--- src/rtl/cm_config_dispatcher_pkg.sv ---
// ---------------------------------------------------------------------------
// cm_config_dispatcher_pkg
// Shared configuration-manager constants for the configuration dispatcher:
//   - default parameter values for the C_* write channel and colour FIFO
//   - register address map (0..5)
//   - field widths of the UART and VGA selects and their reset codes
//   - packed shadow/live register structs and the two FSM state enums
//   - small address-decode helpers
// ---------------------------------------------------------------------------
package cm_config_dispatcher_pkg;

    localparam int CM_ADDR_WIDTH       = 4;
    localparam int CM_DATA_WIDTH       = 14;
    localparam int CM_COLOR_FIFO_DEPTH = 4;

    localparam int unsigned ADDR_BAUD   = 0;
    localparam int unsigned ADDR_PARITY = 1;
    localparam int unsigned ADDR_STOP   = 2;
    localparam int unsigned ADDR_RES    = 3;
    localparam int unsigned ADDR_QUAD   = 4;
    localparam int unsigned ADDR_COLOR  = 5;

    localparam int BAUD_W = 3;
    localparam int PAR_W  = 2;
    localparam int STOP_W = 1;
    localparam int RES_W  = 2;
    localparam int QUAD_W = 2;

    // Baud code 2 selects 9600 baud.
    localparam logic [BAUD_W-1:0] BAUD_DEFAULT   = 3'd2;
    localparam logic [PAR_W-1:0]  PARITY_DEFAULT = 2'd0;
    localparam logic [STOP_W-1:0] STOP_DEFAULT   = 1'b0;
    localparam logic [RES_W-1:0]  RES_DEFAULT    = 2'd0;
    localparam logic [QUAD_W-1:0] QUAD_DEFAULT   = 2'd0;

    typedef struct packed {
        logic [BAUD_W-1:0] baud;
        logic [PAR_W-1:0]  parity;
        logic [STOP_W-1:0] stop;
    } uart_cfg_t;

    typedef struct packed {
        logic [RES_W-1:0]  res;
        logic [QUAD_W-1:0] quad;
    } vga_cfg_t;

    localparam uart_cfg_t UART_CFG_DEFAULT = '{baud: BAUD_DEFAULT,
                                               parity: PARITY_DEFAULT,
                                               stop: STOP_DEFAULT};
    localparam vga_cfg_t  VGA_CFG_DEFAULT  = '{res: RES_DEFAULT,
                                               quad: QUAD_DEFAULT};

    typedef enum logic {U_IDLE, U_PEND} uart_state_t;
    typedef enum logic {V_IDLE, V_PEND} vga_state_t;

    function automatic logic is_uart_addr(input logic [31:0] addr);
        return (addr <= ADDR_STOP);
    endfunction

    function automatic logic is_vga_addr(input logic [31:0] addr);
        return (addr == ADDR_RES) || (addr == ADDR_QUAD);
    endfunction

endpackage

--- src/rtl/cm_config_dispatcher_if.sv ---
// ---------------------------------------------------------------------------
// cm_config_dispatcher_if
// Bundles the configuration write channel and the colour output channel.
//   C_Addr/C_Data/C_Valid : write from the configuration manager
//   C_Rdy                 : dispatcher can take a write
//   Color_Data/Valid/Ack  : FWFT colour stream towards the VGA colour port
//   Cfg_Drop              : one-cycle pulse when a write is discarded
// Modports: master = configuration manager / colour consumer side,
//           slave  = dispatcher side.
// ---------------------------------------------------------------------------
interface cm_config_dispatcher_if
    import cm_config_dispatcher_pkg::*;
#(
    parameter int C_ADDR_WIDTH = CM_ADDR_WIDTH,
    parameter int C_DATA_WIDTH = CM_DATA_WIDTH
);

    logic [C_ADDR_WIDTH-1:0] C_Addr;
    logic [C_DATA_WIDTH-1:0] C_Data;
    logic                    C_Valid;
    logic                    C_Rdy;
    logic [C_DATA_WIDTH-1:0] Color_Data;
    logic                    Color_Valid;
    logic                    Color_Ack;
    logic                    Cfg_Drop;

    modport master (
        output C_Addr, C_Data, C_Valid, Color_Ack,
        input  C_Rdy, Color_Data, Color_Valid, Cfg_Drop
    );

    modport slave (
        input  C_Addr, C_Data, C_Valid, Color_Ack,
        output C_Rdy, Color_Data, Color_Valid, Cfg_Drop
    );

endinterface

--- src/rtl/cm_color_fifo.sv ---
// ---------------------------------------------------------------------------
// cm_color_fifo
// Synchronous first-word-fall-through FIFO for colour words.
//   clk, rst_n : clock, asynchronous active-low reset (clears storage too)
//   i_push     : write i_data (accepted if not full, or if a pop frees a slot)
//   i_pop      : remove the head (ignored when empty)
//   o_head     : current head word
//   o_count    : number of stored words (0..DEPTH)
//   o_full     : count == DEPTH
//   o_empty    : count == 0
// DEPTH must be a power of two so the pointers wrap by overflow.
// ---------------------------------------------------------------------------
module cm_color_fifo #(
    parameter int WIDTH = 14,
    parameter int DEPTH = 4
) (
    input  logic                       clk,
    input  logic                       rst_n,
    input  logic                       i_push,
    input  logic                       i_pop,
    input  logic [WIDTH-1:0]           i_data,
    output logic [WIDTH-1:0]           o_head,
    output logic [$clog2(DEPTH):0]     o_count,
    output logic                       o_full,
    output logic                       o_empty
);

    localparam int PTR_W = $clog2(DEPTH);
    localparam int CNT_W = PTR_W + 1;

    logic [WIDTH-1:0] r_mem [DEPTH];
    logic [PTR_W-1:0] r_wr_ptr;
    logic [PTR_W-1:0] r_rd_ptr;
    logic [CNT_W-1:0] r_count;

    logic w_do_push;
    logic w_do_pop;

    assign o_full    = (r_count == CNT_W'(DEPTH));
    assign o_empty   = (r_count == '0);
    assign o_count   = r_count;
    assign o_head    = r_mem[r_rd_ptr];

    // A pop in the same cycle frees the slot, so a full FIFO still accepts.
    assign w_do_pop  = i_pop && !o_empty;
    assign w_do_push = i_push && (!o_full || w_do_pop);

    always_ff @(posedge clk or negedge rst_n) begin
        if (!rst_n) begin
            for (int i = 0; i < DEPTH; i++) begin
                r_mem[i] <= '0;
            end
            r_wr_ptr <= '0;
            r_rd_ptr <= '0;
            r_count  <= '0;
        end else begin
            if (w_do_push) begin
                r_mem[r_wr_ptr] <= i_data;
                r_wr_ptr        <= r_wr_ptr + PTR_W'(1);
            end
            if (w_do_pop) begin
                r_rd_ptr <= r_rd_ptr + PTR_W'(1);
            end
            case ({w_do_push, w_do_pop})
                2'b10:   r_count <= r_count + CNT_W'(1);
                2'b01:   r_count <= r_count - CNT_W'(1);
                default: r_count <= r_count;
            endcase
        end
    end

endmodule

--- src/rtl/cm_config_dispatcher.sv ---
// ---------------------------------------------------------------------------
// cm_config_dispatcher
// Consumes configuration writes and applies them at safe points.
//   clk, rst_n      : clock, asynchronous active-low reset
//   bus (slave)     : C_Addr/C_Data/C_Valid in, C_Rdy out,
//                     Color_Data/Color_Valid out, Color_Ack in, Cfg_Drop out
//   Uart_Busy       : UART mid-frame; UART selects are held while high
//   Frame_End       : last-pixel pulse; VGA selects change only here
//   Baud_Sel, Parity_Sel, Stop_Sel, Uart_Cfg_Update : applied UART config
//   Res_Sel, Quad_Sel, Vga_Cfg_Update               : applied VGA config
// Address map: 0 baud, 1 parity, 2 stop, 3 resolution, 4 quadrant,
// 5 colour (FIFO push). Other addresses are dropped with Cfg_Drop.
// C_DATA_WIDTH must match the width of the connected interface.
// ---------------------------------------------------------------------------
module cm_config_dispatcher
    import cm_config_dispatcher_pkg::*;
#(
    parameter int C_ADDR_WIDTH     = CM_ADDR_WIDTH,
    parameter int C_DATA_WIDTH     = CM_DATA_WIDTH,
    parameter int COLOR_FIFO_DEPTH = CM_COLOR_FIFO_DEPTH
) (
    input  logic                 clk,
    input  logic                 rst_n,
    cm_config_dispatcher_if.slave bus,
    input  logic                 Uart_Busy,
    input  logic                 Frame_End,
    output logic [BAUD_W-1:0]    Baud_Sel,
    output logic [PAR_W-1:0]     Parity_Sel,
    output logic [STOP_W-1:0]    Stop_Sel,
    output logic                 Uart_Cfg_Update,
    output logic [RES_W-1:0]     Res_Sel,
    output logic [QUAD_W-1:0]    Quad_Sel,
    output logic                 Vga_Cfg_Update
);

    localparam int CNT_W = $clog2(COLOR_FIFO_DEPTH) + 1;
    localparam logic [CNT_W-1:0] RDY_LIMIT = CNT_W'(COLOR_FIFO_DEPTH - 1);

    uart_state_t r_ustate, w_ustate_nxt;
    vga_state_t  r_vstate, w_vstate_nxt;
    uart_cfg_t   r_ushadow, w_ushadow_nxt, r_uart_sel;
    vga_cfg_t    r_vshadow, w_vshadow_nxt, r_vga_sel;
    logic        r_uart_upd, r_vga_upd;
    logic        r_rdy, r_drop;

    logic [31:0]             w_addr;
    logic                    w_uart_wr, w_vga_wr, w_col_wr, w_bad_wr;
    logic                    w_uapply, w_vapply;
    logic                    w_push, w_pop, w_col_drop;
    logic                    w_full, w_empty;
    logic [CNT_W-1:0]        w_count, w_count_nxt;
    logic [C_DATA_WIDTH-1:0] w_head;

    assign w_addr    = 32'(bus.C_Addr[C_ADDR_WIDTH-1:0]);
    assign w_uart_wr = bus.C_Valid && is_uart_addr(w_addr);
    assign w_vga_wr  = bus.C_Valid && is_vga_addr(w_addr);
    assign w_col_wr  = bus.C_Valid && (w_addr == ADDR_COLOR);
    assign w_bad_wr  = bus.C_Valid && (w_addr > ADDR_COLOR);

    assign w_pop      = !w_empty && bus.Color_Ack;
    assign w_push     = w_col_wr && (!w_full || w_pop);
    assign w_col_drop = w_col_wr && w_full && !w_pop;

    assign w_count_nxt = w_count + CNT_W'(w_push) - CNT_W'(w_pop);

    cm_color_fifo #(
        .WIDTH (C_DATA_WIDTH),
        .DEPTH (COLOR_FIFO_DEPTH)
    ) u_color_fifo (
        .clk     (clk),
        .rst_n   (rst_n),
        .i_push  (w_push),
        .i_pop   (w_pop),
        .i_data  (bus.C_Data),
        .o_head  (w_head),
        .o_count (w_count),
        .o_full  (w_full),
        .o_empty (w_empty)
    );

    // Only the low field bits of C_Data land in the shadows.
    always_comb begin
        w_ushadow_nxt = r_ushadow;
        w_vshadow_nxt = r_vshadow;
        if (bus.C_Valid) begin
            case (w_addr)
                ADDR_BAUD:   w_ushadow_nxt.baud   = bus.C_Data[BAUD_W-1:0];
                ADDR_PARITY: w_ushadow_nxt.parity = bus.C_Data[PAR_W-1:0];
                ADDR_STOP:   w_ushadow_nxt.stop   = bus.C_Data[STOP_W-1:0];
                ADDR_RES:    w_vshadow_nxt.res    = bus.C_Data[RES_W-1:0];
                ADDR_QUAD:   w_vshadow_nxt.quad   = bus.C_Data[QUAD_W-1:0];
                default:     ;
            endcase
        end
    end

    // A write landing while already pending holds the apply off for one
    // cycle, so the newest field value is in the shadow when it is copied
    // and the domain still sees a single update pulse.
    always_comb begin
        w_ustate_nxt = r_ustate;
        w_uapply     = 1'b0;
        case (r_ustate)
            U_IDLE: begin
                if (w_uart_wr) begin
                    w_ustate_nxt = U_PEND;
                end
            end
            U_PEND: begin
                if (!w_uart_wr && !Uart_Busy) begin
                    w_ustate_nxt = U_IDLE;
                    w_uapply     = 1'b1;
                end
            end
            default: w_ustate_nxt = U_IDLE;
        endcase
    end

    always_comb begin
        w_vstate_nxt = r_vstate;
        w_vapply     = 1'b0;
        case (r_vstate)
            V_IDLE: begin
                if (w_vga_wr) begin
                    w_vstate_nxt = V_PEND;
                end
            end
            V_PEND: begin
                if (!w_vga_wr && Frame_End) begin
                    w_vstate_nxt = V_IDLE;
                    w_vapply     = 1'b1;
                end
            end
            default: w_vstate_nxt = V_IDLE;
        endcase
    end

    always_ff @(posedge clk or negedge rst_n) begin
        if (!rst_n) begin
            r_ustate   <= U_IDLE;
            r_ushadow  <= UART_CFG_DEFAULT;
            r_uart_sel <= UART_CFG_DEFAULT;
            r_uart_upd <= 1'b0;
        end else begin
            r_ustate   <= w_ustate_nxt;
            r_ushadow  <= w_ushadow_nxt;
            r_uart_upd <= w_uapply;
            if (w_uapply) begin
                r_uart_sel <= r_ushadow;
            end
        end
    end

    always_ff @(posedge clk or negedge rst_n) begin
        if (!rst_n) begin
            r_vstate  <= V_IDLE;
            r_vshadow <= VGA_CFG_DEFAULT;
            r_vga_sel <= VGA_CFG_DEFAULT;
            r_vga_upd <= 1'b0;
        end else begin
            r_vstate  <= w_vstate_nxt;
            r_vshadow <= w_vshadow_nxt;
            r_vga_upd <= w_vapply;
            if (w_vapply) begin
                r_vga_sel <= r_vshadow;
            end
        end
    end

    // Ready keeps one FIFO slot in reserve for a write already in flight
    // when C_Rdy falls.
    always_ff @(posedge clk or negedge rst_n) begin
        if (!rst_n) begin
            r_rdy  <= 1'b1;
            r_drop <= 1'b0;
        end else begin
            r_rdy  <= !((w_ustate_nxt == U_PEND) || (w_vstate_nxt == V_PEND) ||
                        (w_count_nxt >= RDY_LIMIT));
            r_drop <= w_bad_wr || w_col_drop;
        end
    end

    assign bus.C_Rdy       = r_rdy;
    assign bus.Cfg_Drop    = r_drop;
    assign bus.Color_Data  = w_head;
    assign bus.Color_Valid = !w_empty;

    assign Baud_Sel        = r_uart_sel.baud;
    assign Parity_Sel      = r_uart_sel.parity;
    assign Stop_Sel        = r_uart_sel.stop;
    assign Uart_Cfg_Update = r_uart_upd;
    assign Res_Sel         = r_vga_sel.res;
    assign Quad_Sel        = r_vga_sel.quad;
    assign Vga_Cfg_Update  = r_vga_upd;

endmodule

--- src/flat_wrapper.sv ---
// flat-port wrapper written by rule: the top's interface ports become plain ports
module cm_config_dispatcher_flat import cm_config_dispatcher_pkg::*;
#(
    parameter int C_ADDR_WIDTH     = CM_ADDR_WIDTH,
    parameter int C_DATA_WIDTH     = CM_DATA_WIDTH,
    parameter int COLOR_FIFO_DEPTH = CM_COLOR_FIFO_DEPTH
)
  (clk, rst_n, Uart_Busy, Frame_End, Baud_Sel, Parity_Sel, Stop_Sel, Uart_Cfg_Update, Res_Sel, Quad_Sel, Vga_Cfg_Update, bus_C_Addr, bus_C_Data, bus_C_Valid, bus_Color_Ack, bus_C_Rdy, bus_Color_Data, bus_Color_Valid, bus_Cfg_Drop);
  cm_config_dispatcher_if #(.C_ADDR_WIDTH(C_ADDR_WIDTH), .C_DATA_WIDTH(C_DATA_WIDTH)) bus_i ();
  input  logic clk;
  input  logic rst_n;
  input  logic Uart_Busy;
  input  logic Frame_End;
  output logic [BAUD_W-1:0] Baud_Sel;
  output logic [PAR_W-1:0] Parity_Sel;
  output logic [STOP_W-1:0] Stop_Sel;
  output logic Uart_Cfg_Update;
  output logic [RES_W-1:0] Res_Sel;
  output logic [QUAD_W-1:0] Quad_Sel;
  output logic Vga_Cfg_Update;
  input wire logic [$bits(bus_i.C_Addr)-1:0] bus_C_Addr;
  input wire logic [$bits(bus_i.C_Data)-1:0] bus_C_Data;
  input wire logic [$bits(bus_i.C_Valid)-1:0] bus_C_Valid;
  input wire logic [$bits(bus_i.Color_Ack)-1:0] bus_Color_Ack;
  output wire logic [$bits(bus_i.C_Rdy)-1:0] bus_C_Rdy;
  output wire logic [$bits(bus_i.Color_Data)-1:0] bus_Color_Data;
  output wire logic [$bits(bus_i.Color_Valid)-1:0] bus_Color_Valid;
  output wire logic [$bits(bus_i.Cfg_Drop)-1:0] bus_Cfg_Drop;
  assign bus_i.C_Addr = bus_C_Addr;
  assign bus_i.C_Data = bus_C_Data;
  assign bus_i.C_Valid = bus_C_Valid;
  assign bus_i.Color_Ack = bus_Color_Ack;
  assign bus_C_Rdy = bus_i.C_Rdy;
  assign bus_Color_Data = bus_i.Color_Data;
  assign bus_Color_Valid = bus_i.Color_Valid;
  assign bus_Cfg_Drop = bus_i.Cfg_Drop;
  cm_config_dispatcher #(.C_ADDR_WIDTH(C_ADDR_WIDTH), .C_DATA_WIDTH(C_DATA_WIDTH), .COLOR_FIFO_DEPTH(COLOR_FIFO_DEPTH)) u_core (.clk(clk), .rst_n(rst_n), .bus(bus_i), .Uart_Busy(Uart_Busy), .Frame_End(Frame_End), .Baud_Sel(Baud_Sel), .Parity_Sel(Parity_Sel), .Stop_Sel(Stop_Sel), .Uart_Cfg_Update(Uart_Cfg_Update), .Res_Sel(Res_Sel), .Quad_Sel(Quad_Sel), .Vga_Cfg_Update(Vga_Cfg_Update));
endmodule
--- config.mk ---
export PLATFORM = sky130hd
export DESIGN_NAME = cm_config_dispatcher_flat
export DESIGN_NICKNAME = d
export VERILOG_FILES = /design/src/rtl/cm_config_dispatcher_pkg.sv /design/src/rtl/cm_config_dispatcher_if.sv /design/src/rtl/cm_color_fifo.sv /design/src/rtl/cm_config_dispatcher.sv /design/src/flat_wrapper.sv
export SDC_FILE = /design/constraint.sdc
export NUM_CORES = 1
export LEC_CHECK = 0
export ABC_AREA = 1
export CAP_MARGIN = 20
export CORE_UTILIZATION = 59
export DETAILED_ROUTE_END_ITERATION = 8
export GPL_TIMING_DRIVEN = 0
export HOLD_SLACK_MARGIN = 0.15
export PLACE_DENSITY_LB_ADDON = 0.3
export SLEW_MARGIN = 20
export SYNTH_ARGS = -nofsm -noshare
export SYNTH_HDL_FRONTEND = slang
export SYNTH_SLANG_ARGS = --single-unit
--- constraint.sdc ---
create_clock -name clk -period 3.37 [get_ports clk]
set_clock_uncertainty 0.05 [all_clocks]
set_input_delay 0.337 -clock clk [delete_from_list [all_inputs] [get_ports clk]]
set_output_delay 0.337 -clock clk [all_outputs]
set_load 0.005 [all_outputs]
Figure 1. Wiring heat map (run 1).
The bar under the picture is 20 µm long. The die is cut into 17 by 17 equal tiles; black is low, pale yellow is high, scaled to the fullest tile. Values are wire area over tile area, all layers added.
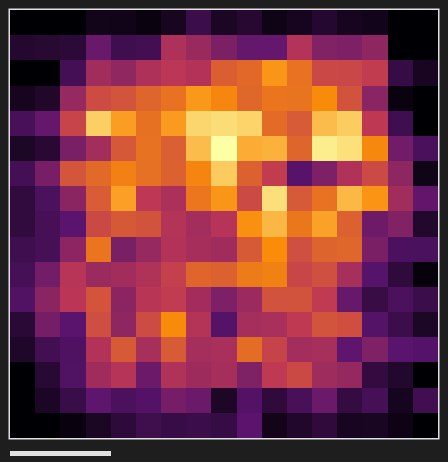
The fullest tile reaches 0.55. The densest ninth of the die: center. 6.2% of the tiles are nearly empty. The mean over all tiles is 0.21. 35% of the tiles are over half the peak.
GRT Total Usage: 29.4%
wire per inst: 16.1 µm

Figure 2. M2 wires (run 1).
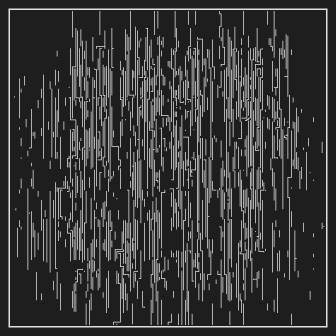
The layer holds 49% of the routed length. 438 nets have wire on it. The longest straight run is 31.4 µm. The layer carries 4650 µm of wire.
total wire length: 9530 µm
met2 usage in global routing: 47.7%
Vias: 3346

==> reports/metrics.csv, run 1 <==
metric,value,unit
antenna_left,0,
drt_iter0_drc,355,
die_h,85.0,µm
fp-row-count,29,
port_buffers,52,
via_per_inst,5.64,
syn_inst,446,
final_cell_area,0.00495,mm²
most-common-layout-cells,"107 x nand2_1, 86 x dfrtp_1, 51 x clkdlybuf4s50_1",
warnings,29,
grt_pass1_wl,16100,µm
synthMuxAreaShare,0,%
place.gp.congestion,0.852,
cts.clk_slew.worst_paths,0.09,ns
hp-class,register to register,
hold_buffers,1,
slew_headroom,61.4,%
p_per_area,804,mW/mm²
ys_seq_share,54.9,%
min_from,u_core.Baud_Sel[1]$_DFFE_PN1P_,
ys_chip_area,0.00406,mm²
peakVddDrop,464,µV
reg2reg_depth,9,
post-cts-setup-buffers,0,
arrival,2.35,ns
coreArea,0.00649,mm²
grt_pass1_vias,3371,
rsz0062_at_grt,no,
synth_cell_types,25,
die_w,85.0,µm
grt.overflow.total,0,
avgSynthCellArea,9.11,µm²
topCombFamilyByArea,simple AND/OR/NAND/NOR gates,
drv_cap,0,
syn2layout_area_growth,21.9,%
ys_warn_count,0,
cts_buffers,9,
antenna_found_initial,0,
hold_slack,0.414,ns
core_util_floorplan,62.6,%
ys_cells,446,
h-tree-depth,3,
chipArea,0.00722,mm²
whs_path_depth,2,
lay_top_count,nand2_1,
start_kind,register,
ys_sh_xor,0.862,%
drtPass1Iterations,5,
ys.flops,89,
dp_hpwl,6380,µm
placed_cell_area,0.00470,mm²
status,completed,
logic_area,0.00156,mm²
finalCritPeriodShare,81.2,%
seq_area,0.00223,mm²
cts_num_sinks,89,
worst_slew_pin_slew,0.579,ns
fill_cells,462,
p_leak,2.39,nW
fmax,366,MHz
hold_viol,0,
num_antenna_cells,0,
drive_gt1_share,9.88,%
worstSkewPairLatency,0.36,ns
cp.required,2.98,ns
finalSetupViolations,0,
fin_crit,2.73,ns
floorplan.nets,478,
grt_max_degree,46,
nNetsFinal,543,
end_kind,output port,
ys_sh_adder,2.83,%
yosys.area_share.aoi,15.6,%
report.final.slew_viol_count,0,
io_pins,53,
clockBufferDepth,2,
drc,0,
cts_root_buffer,clkbuf_8,
crit_type,register to output port,
power.total,3.98,mW
crit_start,u_core.u_color_fifo.r_rd_ptr[1]$_DFFE_PN0P_,
r2r_start,u_core.u_color_fifo.o_count[1]$_DFFE_PN0P_,
critPathMaxFanout,10,
cts_tree,built,
ctsResizeCount,0,
simple_gate_area_share,19.1,%
synthesis.area,0.00406,mm²
Figure 3. The metal 1 layer (run 1).
The bar under the picture is 20 µm long.
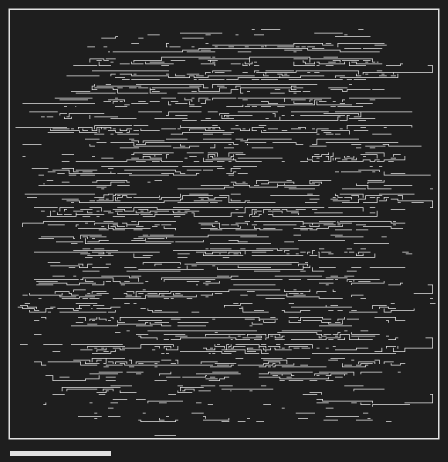
The layer holds 43% of the routed length. The wires run mostly horizontal. The layer carries 4110 µm of wire. 500 nets have wire on it.
met1 Use GR: 39.5%

Figure 4. Routing congestion map (run 1).
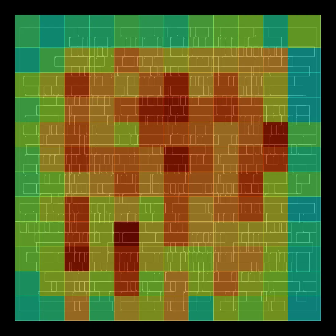
met3 usage: 7.88%
Layout Utilization: 76.2%
gr busiest metal: met2

==> run 1: path summary, 6_finish.rpt <==
kind / to / slack [ns]
min in group asynchronous: u_core.Parity_Sel[0]$_DFFE_PN0P_ / 0.47
worst max-delay path: bus_Color_Data[6] / 0.64
worst min register to register: u_core.Baud_Sel[1]$_DFFE_PN1P_ / 0.41
worst min-delay path: u_core.Baud_Sel[1]$_DFFE_PN1P_ / 0.41
worst max register to register: u_core.u_color_fifo.o_count[2]$_DFFE_PN0P_ / 1.03
max in group asynchronous: u_core.r_ushadow[4]$_DFFE_PN1P_ / 2.12
==> run 1: cells by family after synthesis <==
kind of cell / after synthesis
AND-OR/OR-AND: 114
XOR/XNOR: 4
adder cells (fa/ha/maj): 8
buffers and inverters: 56
flip-flops: 89
AND/OR/NAND/NOR: 175
==> run 1: metal layers <==
metal	part of all wire, %	vias up
met5	0	-
met4	1.1	0
met3	7.0	15
met2	49	114
met1	43	1621
li1	-	1596
==> run 1: through the flow <==
stage	worst slack [ns]	cells	TNS [ns]
CTS	0.732	593	0
floorplan	1.24	446	0
detailed placement	0.719	576	0
global route	0.543	593	0
global placement	-1.21	575	-104.51
finish	0.635	593	0
==> run 1: power breakdown <==
part | internal (mW) | total, mW | switching [mW]
clock network | 0.512 | 0.882 | 0.371
registers | 1.42 | 1.61 | 0.198
logic | 0.695 | 1.48 | 0.790
total | 2.62 | 3.98 | 1.36
==> run 1: flip-flops by register name, indices dropped and copies added (netlist names), 2 cells and up <==
| signal | flops |
|---|---|
| u_core.Quad_Sel | 2 |
| u_core.r_ushadow | 6 |
| u_core.Baud_Sel | 3 |
| u_core.Parity_Sel | 2 |
| u_core.u_color_fifo.o_count | 3 |
| u_core.r_vshadow | 4 |
| u_core.u_color_fifo.r_rd_ptr | 2 |
| u_core.u_color_fifo.r_mem | 56 |
| u_core.Res_Sel | 2 |
| u_core.u_color_fifo.r_wr_ptr | 2 |
==> run 1: synth_stat cells, drive strengths merged <==
| cell type | n | area share [%] |
|---|---|---|
| ha | 6 | 1.8 |
| dfstp | 3 | 1.9 |
| inv | 39 | 3.6 |
| nand3 | 24 | 4.6 |
| xor2 | 3 | 0.65 |
| clkbuf | 6 | 0.55 |
| nor2 | 42 | 4.3 |
| o21ai | 98 | 13 |
| dfrtp | 86 | 53 |
| buf | 11 | 2.6 |
| a21oi | 1 | 0.12 |
| xnor2 | 1 | 0.22 |
| o2bb2ai | 1 | 0.22 |
| nand4 | 1 | 0.15 |
| fa | 2 | 0.99 |
| o22ai | 14 | 2.2 |
| nand2 | 108 | 10 |
==> run 1: area by class of cell <==
class | count | share of cell area, %
buffer | 17 | 2.58
clock buffer | 11 | 2.85
clock inverter | 5 | 2.07
inverter | 39 | 2.96
multi-input combinational | 301 | 31.5
sequential | 89 | 45.0
tap | 77 | 1.95
timing repair buffer | 54 | 11.1
==> run 1: critical path: stages, from the launching register on <==
cell	delay, ns
dfrtp_1	0.46
inv_1	0.15
clkbuf_1	0.42
o21ai_0	0.22
o22ai_1	0.20
clkdlybuf4s50_1	0.54
## Run 2: what changed since run 1
--- a/config.mk
+++ b/config.mk
@@ -7,7 +7,7 @@
 export LEC_CHECK = 0
 export ABC_AREA = 1
 export CAP_MARGIN = 20
-export CORE_UTILIZATION = 59
+export CORE_UTILIZATION = 55
 export DETAILED_ROUTE_END_ITERATION = 8
 export GPL_TIMING_DRIVEN = 0
 export HOLD_SLACK_MARGIN = 0.15
==> constraint.sdc (replaced) <==
create_clock -name clk -period 2.75 [get_ports clk]
set_clock_uncertainty 0.05 [all_clocks]
set_input_delay 0.275 -clock clk [delete_from_list [all_inputs] [get_ports clk]]
set_output_delay 0.275 -clock clk [all_outputs]
set_load 0.005 [all_outputs]
Figure 5. Wiring heat map (run 2).
The bar under the picture is 20 µm long. The die is cut into 18 by 18 equal tiles; black is low, pale yellow is high, scaled to the fullest tile. Values are wire area over tile area, all layers added.
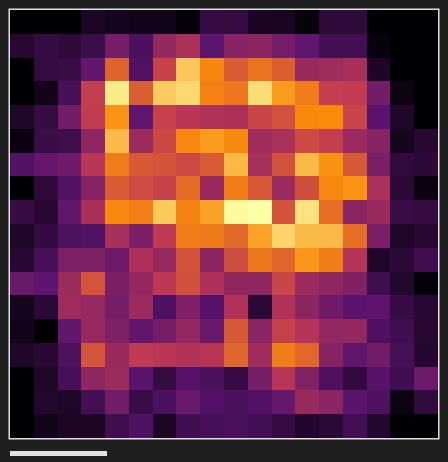
The mean over all tiles is 0.19. 7.1% of the tiles are nearly empty. The densest ninth of the die: center.
wire per inst: 14.9 µm
GRT Total Usage: 26.9%
total wire length: 9110 µm
Vias: 3344

Figure 6. Routing congestion map (run 2).
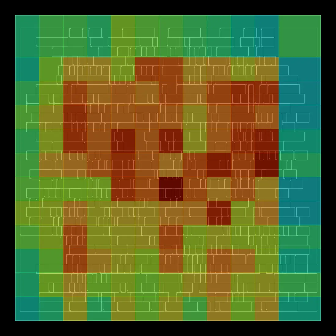
Layout Utilization: 70.3%
met3 usage: 4.81%
met1 Use GR: 38.5%

==> run 2 against run 1 <==
  * Clock power is 2% lower
  * Final cell count is 3.0% higher
  * Via count hardly changed
  * Worst hold slack worse by 0.011 ns
  * Flip-flop count stayed put
  * Total power is 16% higher
  * Largest cell class unchanged
  * Cell area is 0.86% lower
  * Non-clock buffer count is 1 lower
  * Combinational power is 21% higher
==> reports/metrics.csv, run 2 <==
metric,value,unit,change
p_leak,2.36,nW,was 2.39 nW
avgSynthCellArea,9.11,µm²,unchanged
syn_inst,446,,unchanged
drt_iter0_drc,270,,was 355
cts_tree,built,,unchanged
num_antenna_cells,0,,unchanged
synthesis.area,0.00406,mm²,unchanged
drive_gt1_share,9.32,%,was 9.88%
synth-edff-count,0,,unchanged
die_w,88.0,µm,was 85.0 µm
cts_buffers,9,,unchanged
r2r_start,u_core.u_color_fifo.o_count[1]$_DFFE_PN0P_,,unchanged
peakVddDrop,464,µV,about the same
async_reset_ff_share,100,%,unchanged
fmax,386,MHz,
floorplan.nets,478,,unchanged
crit_end,bus_Color_Data[3],,was bus_Color_Data[6]
io_pins,53,,unchanged
rsz0062_at_grt,no,,unchanged
chipArea,0.00774,mm²,was 0.00722 mm²
antenna_left,0,,unchanged
largest_register,u_core.u_color_fifo.r_mem,,unchanged
cts_num_sinks,89,,unchanged
reg2reg_slack,0.45,ns,was 1.03 ns
ys_chip_area,0.00406,mm²,unchanged
hold_viol,0,,unchanged
h-tree-depth,3,,unchanged
worst_slew_pin_slew,0.591,ns,was 0.579 ns
most-common-layout-cells,"107 x nand2_1, 86 x dfrtp_1, 51 x clkdlybuf4s50_1",,unchanged
clockBufferDepth,2,,unchanged
netlist.area_leader.share,53.0,%,unchanged
power.total,4.63,mW,was 3.98 mW
reg2reg_depth,9,,unchanged
top_regs,"u_core.u_color_fifo.r_mem (56), u_core.r_ushadow (6), u_core.r_vshadow (4)",,unchanged
ys_cells,446,,unchanged
ys_seq_share,54.9,%,unchanged
lay_top_count,nand2_1,,unchanged
port_buffers,52,,unchanged
grt_pass1_vias,3167,,was 3371
cts.clk_slew.worst_paths,0.08,ns,was 0.09 ns
finalCritPeriodShare,94.1,%,
start_kind,register,,unchanged
synth_cell_types,25,,unchanged
ys_warn_count,0,,unchanged
slew_headroom,60.6,%,was 61.4%
p_per_area,944,mW/mm²,was 804 mW/mm²
placed_cells,595,,was 576
grt.overflow.total,0,,unchanged
layout.cells.non_filler,611,,was 593
top_cells_by_count,"107 x nand2_1, 86 x dfrtp_1, 45 x o21ai_1",,unchanged
critPathMaxFanout,10,,unchanged
fin_crit,2.59,ns,
cts_root_buffer,clkbuf_8,,unchanged
drc,0,,unchanged
fp-row-count,30,,was 29
crit_start,u_core.u_color_fifo.r_rd_ptr[0]$_DFFE_PN0P_,,was u_core.u_color_fifo.r_rd_ptr[1]$_DFFE_PN0P_
synth.area.top_cells,"dfrtp_1 53%, nand2_1 9.9%, o21ai_1 5.5%, o21ai_0 5.2%, nor2_1 3.8%",,unchanged
yosysTopAreaCell,dfrtp_1,,unchanged
ys.flops,89,,unchanged
r2r-end,u_core.u_color_fifo.o_count[2]$_DFFE_PN0P_,,unchanged
finalSetupViolations,0,,unchanged
worstSkewPairLatency,0.36,ns,about the same
ff_type,dfrtp_1,,unchanged
place_worst_setup_slack,0.186,ns,was 0.719 ns
syn2layout_area_growth,20.8,%,was 21.9%
dp_hpwl,6170,µm,was 6380 µm
antenna_found_initial,0,,unchanged
die_h,88.0,µm,was 85.0 µm
hp-class,input pin to asynchronous set/reset pin,,was register to register
coreArea,0.00698,mm²,was 0.00649 mm²
grt_max_degree,46,,unchanged
crit_type,register to output port,,unchanged
place.gp.congestion,0.834,,was 0.852
report.final.slew_viol_count,0,,unchanged
drtPass1Iterations,5,,unchanged
grt_pass1_wl,15400,µm,was 16100 µm
yosysMostFrequentCell,nand2_1,,unchanged
largest_reg_flops,56,,unchanged
arrival,2.26,ns,was 2.35 ns
warnings,29,,unchanged
via_per_inst,5.47,,was 5.64
fin_ws,0.162,ns,was 0.635 ns
cp.required,2.42,ns,was 2.98 ns
drv_cap,0,,unchanged
nNetsFinal,542,,was 543
end_kind,output port,,unchanged
core_util_floorplan,58.2,%,was 62.6%
status,completed,,unchanged
## run 2: worst max-delay path, stage by stage (launching register included)
cell,delay (ns)
dfrtp_1,0.37
clkbuf_1,0.36
buf_2,0.34
nor2_1,0.09
o22ai_1,0.20
clkdlybuf4s50_1,0.54
## run 2: stage by stage
step           setup TNS [ns]  area (µm²)  hold WS [ns]
2_1_floorplan               0        4060       -0.0706
3_3_place_gp          -152.96        4700         0.402
3_5_place_dp                0        4720         0.260
4_1_cts                     0        4910         0.411
5_1_grt                     0        4910         0.435
6_report                    0        4910         0.404
## run 2: cells by family after synthesis
group	count (synthesis)	share of synthesized area, %
compound gates	114	15.6
buf+inv	56	6.74
simple gates	175	19.1
fa+ha+maj	8	2.83
xor+xnor	4	0.862
flops	89	54.9
## run 2: how the worst min path moves through the flow
stage | endpoint | slack (ns) | depth (start not counted)
after global routing | u_core.Baud_Sel[1]$_DFFE_PN1P_ | 0.44 | 2
after floorplan | u_core.Baud_Sel[0]$_DFFE_PN0P_ | -0.07 | 0
after CTS | u_core.Uart_Cfg_Update$_DFF_PN0_ | 0.41 | 2
final | u_core.Parity_Sel[1]$_DFFE_PN0P_ | 0.40 | 2
after global placement | u_core.Baud_Sel[0]$_DFFE_PN0P_ | 0.40 | 2
after detailed placement | u_core.Uart_Cfg_Update$_DFF_PN0_ | 0.26 | 1
## run 2: layer usage
layer  track usage (%)  vias to the layer above  wire length (µm)
li1                  -                     1592                 -
met1              38.5                     1600              4080
met2              39.7                      138              4230
met3              4.81                       14               613
met4              13.4                        0               184
met5                 0                        -                 0
## run 2: report_power, final
| part | internal [mW] | switching [mW] |
|---|---|---|
| combinational | 0.849 | 0.938 |
| sequential | 1.74 | 0.241 |
| clock | 0.421 | 0.447 |
## run 2: layout make-up
class	instances	area, µm²
Sequential cell	89	2230
Fill cell	536	2070
Multi-Input combinational cell	301	1560
Timing Repair Buffer	54	548
Inverter	39	146
Clock buffer	13	139
Buffer	16	124
Tap cell	96	120
Clock inverter	3	42.5
## run 2: repair_timing
item	CTS	global route
setup endpoints to repair	0	1
hold endpoints to repair	43	0
gates resized	0	0
setup buffers	0	0
hold buffers	1	0
Power and IR drop assume default switching activity.
